==> config.mk <==
export PLATFORM = sky130hd
export DESIGN_NAME = multicycle_ctrl
export DESIGN_NICKNAME = d
export VERILOG_FILES = /design/src/rtl/multicycle_ctrl.sv
export SDC_FILE = /design/constraint.sdc
export NUM_CORES = 1
export LEC_CHECK = 0
export CAP_MARGIN = 40
export CORE_MARGIN = 2
export CORE_UTILIZATION = 43
export DETAILED_ROUTE_END_ITERATION = 8
export GPL_ROUTABILITY_DRIVEN = 0
export PLACE_DENSITY = 0.87
export SYNTH_ARGS = -nofsm -noshare
export SYNTH_HDL_FRONTEND = slang
export SYNTH_SLANG_ARGS = --single-unit
==> constraint.sdc <==
create_clock -name clk -period 1.65 [get_ports clk]
set_input_delay 0.4125 -clock clk [delete_from_list [all_inputs] [get_ports clk]]
set_output_delay 0.4125 -clock clk [all_outputs]
set_load 0.005 [all_outputs]
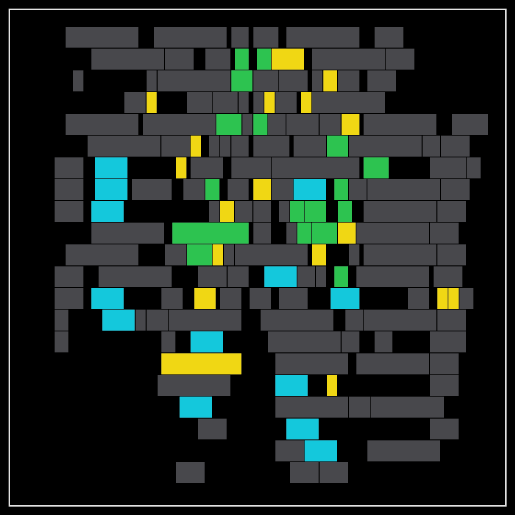
**Above:** gate families picked out.
(8 px per um)
Key: yellow = nand cells [cells 18, most used nand2_1]; green = aoi and oai cells [cells 17, most used a21oi_1]; cyan = mux cells [cells 13, most used mux2_2]
fin cells: 215
Comb area share: 30.65%
commonest non-fill, non-tap cell in the layout: dfrtp_1

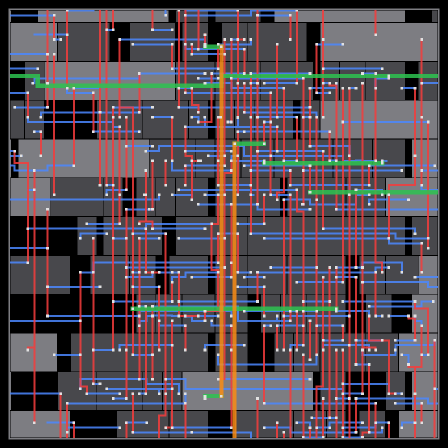
**Above:** a small window of the routed layout.
Window x 16 to 46, y 28 to 58 um. Cells in gray, sequential cells in the stronger gray; small squares are vias.
Key: red = M2; green = M3; blue = M1; orange = M4
Most frequent: nor2_1 (9), nand2_1 (6), buf_4 (6). 80 logic cells have their middle in the window. Sequential cells in the window: 5.

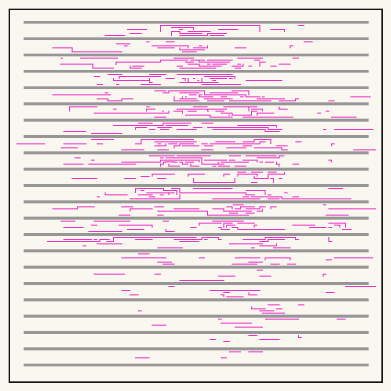
**Above:** signal wires on met1.
(6 px per um) Supply wires on this layer in gray.
The layer holds 39% of the routed length. The layer carries 1160 um of wire. The longest straight run is 16.6 um. 156 nets have wire on it.
routed wire length: 2.960 mm
vias post-DR: 1108
met1 GRT Util: 18.95%

==> results.py <==
# Metrics from the implementation run
metrics = {
    "worst_hold_path": {
        "hp-class": "input port to asynchronous set/reset pin",
    },
    "finish": {
        "final-nonclk-buf-share_pct": 21.18,
        "logic_gate_count": 79,
        "area_growth_pct": 35.68,
        "final_cell_mix": "dfrtp_1 (31), clkdlybuf4s50_1 (26), mux2_2 (12)",
        "largest_class": "flip-flops and latches",
        "nNonClkInverters": 6,
        "layout.nets": 205,
        "fill_cells": 268,
        "clk_share_pct": 4.415,
        "sh_seq_area_pct": 39.67,
        "seqCellArea_um2": 775.7,
    },
    "die": {
        "rows": 21,
        "floorplan.core_util_pct": 43.89,
        "io_pins": 57,
        "die_y_um": 61.90,
    },
    "synthesis": {
        "area_leaders": "dfrtp_1 (54%), mux2_2 (9.4%), nand2_1 (2.6%)",
        "adder_share_pct": 0,
        "ys_sh_simple_pct": 20.40,
        "post-synth-top-area-fraction_pct": 53.82,
    },
    "routing": {
        "drt_iter0_drc": 33,
        "routed_via_density": 5.153,
    },
    "power": {
        "power_density_mw_per_mm2": 1472,
        "seqPwrFrac_pct": 43.2,
        "pwr-share-comb_pct": 35.2,
        "finalPower_mw": 2.879,
        "maxPowerGroup": "registers",
        "p_comb_mw": 1.01,
        "p_sw_share_pct": 34.69,
        "power_frac_clock_pct": 21.6,
    },
    "outcome": {
        "status": "finished clean",
    },
    "critical_path": {
        "required_ns": 1.24,
        "worstRegToRegCells": 4,
        "worstPathArrival_ns": 1.19,
        "cp_num_buf_inv": 1,
        "cp_max_fo": 1,
    },
    "sta": {
        "finalSetupViolCount": 0,
        "post-route-min-period_ns": 1.598,
        "final.setup.worst_slack_ns": 0.05207,
        "hold_viol": 0,
    },
    "run": {
        "warnings": 48,
    },
    "clock_network": {
        "cts_post_setup_buffers_inserted": 2,
    },
    "placement": {
        "pre_cts_ws_ns": -0.4617,
    },
}
==> layer usage <==
layer | wire (um) | track usage (%) | vias up
li1 | - | - | 527
met2 | 1478 | 28.12 | 39
met3 | 211 | 7.867 | 9
met5 | 0 | 0 | -
met4 | 115 | 11.85 | 0
met1 | 1155 | 18.95 | 533
==> cell usage after synthesis (all sizes together) <==
master,instances
a211oi,2
and2,5
nor2b,4
and4,1
o21bai,1
clkbuf,3
nor4,4
nand2,10
and3b,1
mux2i,1
nor4b,1
a21oi,6
or4,1
nand2b,1
o2111ai,2
nand3b,1
o221ai,2
o21ai,4
buf,5
nand4bb,1
o211a,1
nand4,2
and3,1
or2b,1
o41a,1
nand3,3
or4b,1
dfrtp,31
inv,6
nor2,9
mux2,12
Power is estimated from default activity; no workload was simulated.
